Fig. 1: run 1, nets reached from selected ports
Drawn at 2 px/micron.
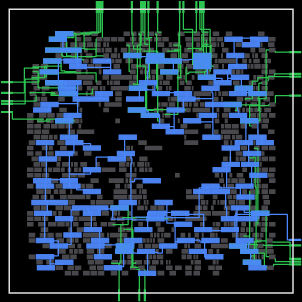
Fig. 2: run 1, routed clock nets over the placement
Drawn at 3 px/micron.
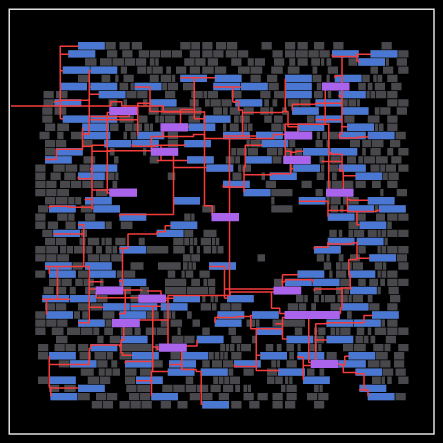
Fig. 3: run 1, routing congestion map
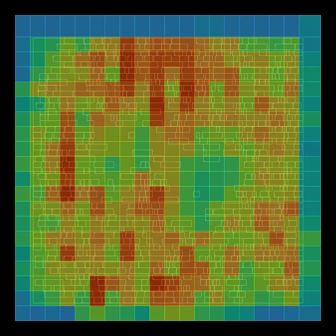
[src/rtl/div_multicycle_ctrl_pkg.sv]
// Shared types and constants for the multicycle divider control/writeback stage.
package div_multicycle_ctrl_pkg;

  typedef enum logic [1:0] {
    StIdle,
    StSettle,
    StCapture,
    StFast
  } state_e;

  localparam int unsigned MaxWidth = 64;

  // Most negative two's-complement value of the given width, LSB-aligned.
  function automatic logic [MaxWidth-1:0] min_neg(int unsigned width);
    return MaxWidth'(1) << (width - 1);
  endfunction

  localparam logic [MaxWidth-1:0] FastDbzQuot = '1;
  localparam logic [MaxWidth-1:0] FastOvfRem  = '0;

endpackage

[src/rtl/div_multicycle_ctrl_if.sv]
// Handshake, operand and result signals between control unit, divider and this stage.
interface div_multicycle_ctrl_if #(
  parameter int unsigned WIDTH = 32
);
  logic               start;
  logic               abort;
  logic [WIDTH-1:0]   op_dividend;
  logic [WIDTH-1:0]   op_divisor;
  logic [2*WIDTH-1:0] div_result;
  logic [WIDTH-1:0]   div_dividend;
  logic [WIDTH-1:0]   div_divisor;
  logic               busy;
  logic               done;
  logic               div_by_zero;
  logic               overflow;
  logic [WIDTH-1:0]   z_hi;
  logic [WIDTH-1:0]   z_lo;

  modport slave (
    input  start, abort, op_dividend, op_divisor, div_result,
    output div_dividend, div_divisor, busy, done, div_by_zero, overflow, z_hi, z_lo
  );

  modport master (
    output start, abort, op_dividend, op_divisor, div_result,
    input  div_dividend, div_divisor, busy, done, div_by_zero, overflow, z_hi, z_lo
  );
endinterface

[src/rtl/div_multicycle_ctrl.sv]
// Holds operands on a combinational divider for a settle window, then writes back
// {remainder, quotient}; divide-by-zero and overflow bypass the divider.
module div_multicycle_ctrl
  import div_multicycle_ctrl_pkg::*;
#(
  parameter int unsigned WIDTH         = 32,
  parameter int unsigned SETTLE_CYCLES = 4
) (
  input  logic                  clk,
  input  logic                  clear,
  div_multicycle_ctrl_if.slave  bus
);

  localparam int unsigned CntW = $clog2(SETTLE_CYCLES + 1);
  localparam logic [CntW-1:0] CntLoad = CntW'(SETTLE_CYCLES - 1);
  localparam logic [MaxWidth-1:0] MinNegFull = min_neg(WIDTH);
  localparam logic [WIDTH-1:0] MinNeg  = MinNegFull[WIDTH-1:0];
  localparam logic [WIDTH-1:0] DbzQuot = FastDbzQuot[WIDTH-1:0];
  localparam logic [WIDTH-1:0] OvfRem  = FastOvfRem[WIDTH-1:0];

  state_e            state_q, state_d;
  logic [CntW-1:0]   cnt_q, cnt_d;
  logic [WIDTH-1:0]  dividend_q, dividend_d;
  logic [WIDTH-1:0]  divisor_q, divisor_d;
  logic [WIDTH-1:0]  z_hi_q, z_hi_d;
  logic [WIDTH-1:0]  z_lo_q, z_lo_d;
  logic              busy_q, busy_d;
  logic              done_q, done_d;
  logic              dbz_q, dbz_d;
  logic              ovf_q, ovf_d;

  always_comb begin
    state_d    = state_q;
    cnt_d      = cnt_q;
    dividend_d = dividend_q;
    divisor_d  = divisor_q;
    z_hi_d     = z_hi_q;
    z_lo_d     = z_lo_q;
    busy_d     = busy_q;
    done_d     = 1'b0;
    dbz_d      = dbz_q;
    ovf_d      = ovf_q;

    case (state_q)
      StIdle: begin
        if (bus.start && !bus.abort) begin
          dividend_d = bus.op_dividend;
          divisor_d  = bus.op_divisor;
          busy_d     = 1'b1;
          if (bus.op_divisor == '0 ||
              (bus.op_dividend == MinNeg && bus.op_divisor == '1)) begin
            state_d = StFast;
          end else begin
            cnt_d   = CntLoad;
            state_d = StSettle;
          end
        end
      end
      StSettle: begin
        if (bus.abort) begin
          busy_d  = 1'b0;
          state_d = StIdle;
        end else if (cnt_q == '0) begin
          state_d = StCapture;
        end else begin
          cnt_d = cnt_q - CntW'(1);
        end
      end
      StCapture: begin
        busy_d  = 1'b0;
        state_d = StIdle;
        if (!bus.abort) begin
          z_hi_d = bus.div_result[2*WIDTH-1:WIDTH];
          z_lo_d = bus.div_result[WIDTH-1:0];
          dbz_d  = 1'b0;
          ovf_d  = 1'b0;
          done_d = 1'b1;
        end
      end
      StFast: begin
        busy_d  = 1'b0;
        state_d = StIdle;
        if (!bus.abort) begin
          done_d = 1'b1;
          // Fast path was taken, so a nonzero divisor here means overflow.
          if (divisor_q == '0) begin
            z_hi_d = dividend_q;
            z_lo_d = DbzQuot;
            dbz_d  = 1'b1;
            ovf_d  = 1'b0;
          end else begin
            z_hi_d = OvfRem;
            z_lo_d = MinNeg;
            dbz_d  = 1'b0;
            ovf_d  = 1'b1;
          end
        end
      end
      default: begin
        busy_d  = 1'b0;
        state_d = StIdle;
      end
    endcase
  end

  always_ff @(posedge clk or negedge clear) begin
    if (!clear) begin
      state_q    <= StIdle;
      cnt_q      <= '0;
      dividend_q <= '0;
      divisor_q  <= '0;
      z_hi_q     <= '0;
      z_lo_q     <= '0;
      busy_q     <= 1'b0;
      done_q     <= 1'b0;
      dbz_q      <= 1'b0;
      ovf_q      <= 1'b0;
    end else begin
      state_q    <= state_d;
      cnt_q      <= cnt_d;
      dividend_q <= dividend_d;
      divisor_q  <= divisor_d;
      z_hi_q     <= z_hi_d;
      z_lo_q     <= z_lo_d;
      busy_q     <= busy_d;
      done_q     <= done_d;
      dbz_q      <= dbz_d;
      ovf_q      <= ovf_d;
    end
  end

  assign bus.div_dividend = dividend_q;
  assign bus.div_divisor  = divisor_q;
  assign bus.busy         = busy_q;
  assign bus.done         = done_q;
  assign bus.div_by_zero  = dbz_q;
  assign bus.overflow     = ovf_q;
  assign bus.z_hi         = z_hi_q;
  assign bus.z_lo         = z_lo_q;

endmodule

[src/flat_wrapper.sv]
// flat-port wrapper written by rule: the top's interface ports become plain ports
module div_multicycle_ctrl_flat import div_multicycle_ctrl_pkg::*;
#(
  parameter int unsigned WIDTH         = 32,
  parameter int unsigned SETTLE_CYCLES = 4
)
  (clk, clear, bus_start, bus_abort, bus_op_dividend, bus_op_divisor, bus_div_result, bus_div_dividend, bus_div_divisor, bus_busy, bus_done, bus_div_by_zero, bus_overflow, bus_z_hi, bus_z_lo);
  div_multicycle_ctrl_if #(.WIDTH(WIDTH)) bus_i ();
  input  logic clk;
  input  logic clear;
  input wire logic [$bits(bus_i.start)-1:0] bus_start;
  input wire logic [$bits(bus_i.abort)-1:0] bus_abort;
  input wire logic [$bits(bus_i.op_dividend)-1:0] bus_op_dividend;
  input wire logic [$bits(bus_i.op_divisor)-1:0] bus_op_divisor;
  input wire logic [$bits(bus_i.div_result)-1:0] bus_div_result;
  output wire logic [$bits(bus_i.div_dividend)-1:0] bus_div_dividend;
  output wire logic [$bits(bus_i.div_divisor)-1:0] bus_div_divisor;
  output wire logic [$bits(bus_i.busy)-1:0] bus_busy;
  output wire logic [$bits(bus_i.done)-1:0] bus_done;
  output wire logic [$bits(bus_i.div_by_zero)-1:0] bus_div_by_zero;
  output wire logic [$bits(bus_i.overflow)-1:0] bus_overflow;
  output wire logic [$bits(bus_i.z_hi)-1:0] bus_z_hi;
  output wire logic [$bits(bus_i.z_lo)-1:0] bus_z_lo;
  assign bus_i.start = bus_start;
  assign bus_i.abort = bus_abort;
  assign bus_i.op_dividend = bus_op_dividend;
  assign bus_i.op_divisor = bus_op_divisor;
  assign bus_i.div_result = bus_div_result;
  assign bus_div_dividend = bus_i.div_dividend;
  assign bus_div_divisor = bus_i.div_divisor;
  assign bus_busy = bus_i.busy;
  assign bus_done = bus_i.done;
  assign bus_div_by_zero = bus_i.div_by_zero;
  assign bus_overflow = bus_i.overflow;
  assign bus_z_hi = bus_i.z_hi;
  assign bus_z_lo = bus_i.z_lo;
  div_multicycle_ctrl #(.WIDTH(WIDTH), .SETTLE_CYCLES(SETTLE_CYCLES)) u_core (.clk(clk), .clear(clear), .bus(bus_i));
endmodule
[config.mk]
export PLATFORM = sky130hd
export DESIGN_NAME = div_multicycle_ctrl_flat
export DESIGN_NICKNAME = d
export VERILOG_FILES = /design/src/rtl/div_multicycle_ctrl_pkg.sv /design/src/rtl/div_multicycle_ctrl_if.sv /design/src/rtl/div_multicycle_ctrl.sv /design/src/flat_wrapper.sv
export SDC_FILE = /design/constraint.sdc
export NUM_CORES = 1
export LEC_CHECK = 0
export ABC_AREA = 0
export CAP_MARGIN = 10
export CORE_MARGIN = 8
export CORE_UTILIZATION = 38
export CTS_CLUSTER_SIZE = 24
export DETAILED_ROUTE_END_ITERATION = 16
export PLACE_DENSITY = 0.73
export RECOVER_POWER = 25
export REMOVE_ABC_BUFFERS = 1
export SLEW_MARGIN = 20
export SYNTH_ARGS = -nofsm -noshare
export SYNTH_HDL_FRONTEND = slang
export SYNTH_SLANG_ARGS = --single-unit
[constraint.sdc]
create_clock -name clk -period 2.5 [get_ports clk]
set_clock_uncertainty 0.1 [all_clocks]
set_input_delay 0.625 -clock clk [delete_from_list [all_inputs] [get_ports clk]]
set_output_delay 0.625 -clock clk [all_outputs]
set_load 0.05 [all_outputs]
==> notes.md, run 1 <==
Entry: Yosys synthesis followed by OpenROAD place and route.

Global route:
- Per the GRT congestion report, total overflow comes to 0.
- The run puts the overall global routing resource usage at 0.200.

Cells and area:
- The largest cell class by area is sequential cells.
- The top cell type in the final layout, fill and taps aside, is clkdlybuf4s50_1.
- The run gives the area added between synthesis and finish as 59.9%.
- The run puts the count of clock-net buffers in the final layout at 21.
- The net count of the finished layout is 913.
- The library cells used most frequently in the layout, excluding fill and tap cells, are clkdlybuf4s50_1 (262), dfrtp_1 (137), nor2_1 (72).
- The number of sequential cells reported for the layout is 137.
- The run gives the number of filler cells placed in the layout as 1190.
- The run gives the multi-input combinational gate total as 330.
- The run puts the share of final-layout standard cells stronger than drive strength 1 at 0.165.

Worst setup path:
- The timing report notes that buffer and inverter cells on the critical path total 1.
- In this run the number of cells on the critical path is 1.
- The run gives the largest fanout of any net on the critical path as 3.
- Among cell families on the critical path, the largest total delay comes from buffers and inverters.
- The worst setup path is captured at a primary output.
- The run gives the setup slack of the worst register-to-register path as 460 ps.

Synth:
- The run gives the cell total in the yosys stat output as 507.
- The run puts the post-synthesis chip area from yosys at 5950 sq um.
- The run puts the top-area cell type share of the netlist area at 0.576.
- The run puts the distinct cell type count after synthesis at 39.
- In this run the mean area of a mapped cell was 11.7 sq um.
- Among all flip-flop cells after synthesis, the most frequent one is dfrtp_1.
- The run puts the async set-reset flop share out of synthesis at 1.00.

Die:
- According to the floorplan report, the placeable core area is 15300 sq um.
- The run puts the well tap count at 211.
- The run gives the total number of placement rows as 45.

Timing:
- The run puts the achievable frequency at 0.418 GHz.
- The run puts the number of failing setup endpoints in the final timing report at 0.
- The run puts the final total negative setup slack at 0 ps.
- The run gives the share of the clock period used by the worst path as 0.957.
- The run puts the number of hold violations in the final report at 0.
- Across all setup checks in the final design, the least slack found is 107 ps.

Route:
- In the final routing, the length of wire on met1 measures 8430 microns.
- The run gives the via count of the routed design as 5187.

Power and ir drop:
- The power report attributes to the clock group a share of 0.271.
- The run gives the share of total power consumed by net switching as 0.395.
- The run puts the maximum VDD drop at 0.677 mV.
- The run puts the cell internal power dissipation at 5660 uW.
- The run puts the proportion of power drawn by combinational gates at 0.399.

CTS:
- The run gives the buffer levels on the longest clock path as 2.
- The run puts the number of clock sinks at 137.
- The run gives the cell at the root of the clock tree as clkbuf_16.
- TritonCTS built the clock tree.
- The run gives the clock edge transition at the registers on the reported setup and hold paths as 60 ps.

Outcome:
- The run finished with clean final reports.

Place:
- The run puts the worst slack at placement at -282 ps.

Flow run:
- Max-cap violations in this run came to 0.
About Fig. 1:
Key: blue = `clear` [bits 1, direction input, end cells 137, buffers 3, wire 1120 microns]; green = `bus_div_dividend` [bits 32, direction output, end cells 32, buffers 32, wire 1620 microns]
port bufs: 263
# IOs: 264

About Fig. 2:
Key: blue = flip-flops [count 137]; red = clock wires [length 1780 microns]; purple = cells driving clock nets [count 17]
There are 18 routed clock nets.

About Fig. 3:
met2 usage in global routing: 0.335
average wire per standard cell: 20.0 microns
met1 usage in global routing: 0.241
grt peak-use layer: met2
post-route core utilization: 0.623

run 1: logic make-up after synthesis:
group / Yosys count / share of synthesized area
compound gates: 130 / 0.147
buf+inv: 40 / 0.0345
simple gates: 134 / 0.116
fa+ha+maj: 2 / 0.00421
mux: 64 / 0.121
flops: 137 / 0.576
run 1: registers in the layout (all words and copies together), names as in the netlist:
signal                   cells
u_core.bus.div_by_zero       1
u_core.state_q               2
u_core.bus.z_hi             32
u_core.bus.div_divisor      32
u_core.bus.overflow          1
u_core.bus.div_dividend     32
u_core.bus.z_lo             32
u_core.bus.done              1
u_core.bus.busy              1
u_core.cnt_q                 3
Fig. 4: run 1, local utilization
Drawn at 3 px/micron. 14 x 14 tiles, from dark blue (low) to red (high), 0 to 100% covered.
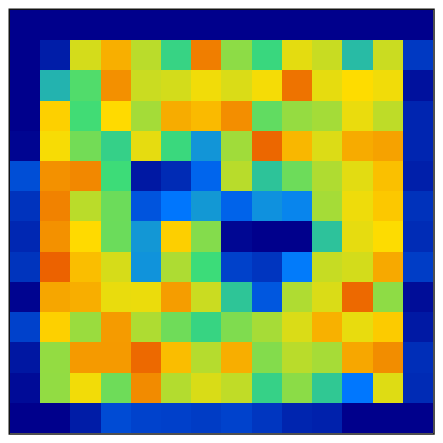

--- run 2 (diff from run 1) ---
Settings changed: GPL_TIMING_DRIVEN set to 0.
Fig. 5: run 2, local utilization
Drawn at 3 px/micron. 14 x 14 tiles, from dark blue (low) to red (high), 0 to 100% covered.
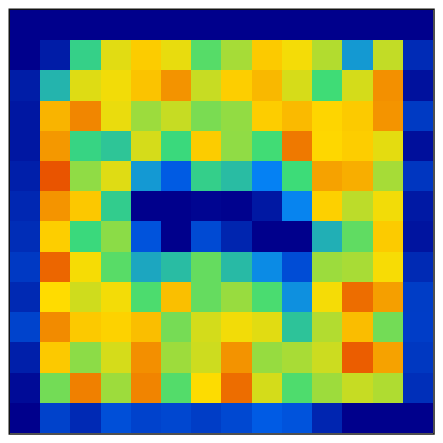
The emptiest ninth of the die: middle. 22% of the tiles are over 75% full. The fullest tile reaches 90%. The mean over all tiles is 46%.
effective utilization at floorplan: 0.390
Core Region: 15300 sq um
post-route core utilization: 0.617

==> notes.md, run 2 <==
Entry: Yosys synthesis followed by OpenROAD place and route.

Outcome:
- The run finished, with violations left.
- The checks that failed: capacitance limit, slew limit.

Global route:
- The run puts the global-route met2 utilization at 0.332 (-0.00280).
- The run gives the total congestion overflow as 0 (unchanged).

CTS:
- The run gives the CTS tree as done.

Synth:
- The run puts the share of the synthesized netlist area taken by xor and xnor gates at 0 (unchanged).
- The run puts the mux contribution to synthesized area at 0.121 (unchanged).
- The run gives the synthesized-area fraction occupied by ao, oa, aoi and oai cells as 0.147 (unchanged).
- The distinct cell type count after synthesis is 39 (unchanged).
- The adder and majority gate portion of the synthesized area is 0.00421 (unchanged).

Power and ir drop:
- The run gives the portion of total power attributed to the clock network as 0.268 (-0.003).
- The run gives the share of total power consumed by net switching as 0.397 (+0.00185).

Timing:
- The run puts the post-route worst setup slack at 121 ps (+14.5 ps).
- The run gives the number of failing setup endpoints in the final timing report as 0 (unchanged).
- Counting pins that exceed their max-slew limit in the final report gives 67.

Flow run:
- The number of maximum-capacitance violations is 1 (+1).

Cells and area:
- The run puts the share of final-layout standard cells stronger than drive strength 1 at 0.154 (-0.0112).
- The most common logic cells in the final layout are clkdlybuf4s50_1 (262), dfrtp_1 (137), nor2_1 (72).

Worst setup path:
- Among cell families on the critical path, the largest total delay comes from buffers and inverters.
- The run puts the setup slack of the worst register-to-register path at 180 ps (-280 ps).
- The run puts the buffer-and-inverter tally for the worst setup path at 1 (unchanged).

Route:
- The run gives the routed wirelength normalized by instance count as 20.0 microns (+0.15%).
- The run gives the total routed wire length on the met1 layer as 8040 microns (-4.6%).

Place:
- The run gives the worst slack at placement as -657 ps (-376 ps).

Die:
- The run puts the total number of placement rows at 45 (unchanged).
Fig. 6: run 2, routing congestion map
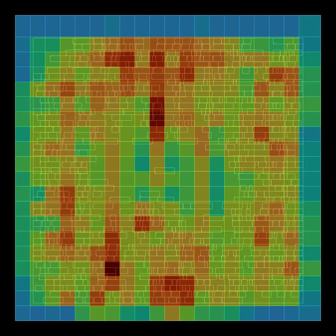
met1 usage in global routing: 0.231
GR met3 Demand/Resource: 0.0706
global-route total usage across every layer: 0.198

run 2: area by class of cell:
type / instances / area share
clock buffers: 21 / 0.0499
repair buffers: 273 / 0.294
clock inverters: 11 / 0.0129
well taps: 211 / 0.0280
flip-flops and latches: 137 / 0.364
multi-input cells: 330 / 0.248
inverters: 6 / 0.00319
run 2: what timing repair did:
item                                    CTS  global route
gates cloned                              0             0
endpoints found under the setup margin   60             1
pin swaps                                 1             0
buffers inserted                          2             0
resized                                   2             1
run 2: metrics by stage:
| step | util | setup TNS [ps] |
|---|---|---|
| after floorplan | - | -105130 |
| after global placement | 0.568 | -967830 |
| after detailed placement | 0.577 | -22910 |
| after CTS | 0.617 | 0 |
| after global routing | 0.617 | 0 |
| final | 0.617 | 0 |
Power and IR drop assume default switching activity.
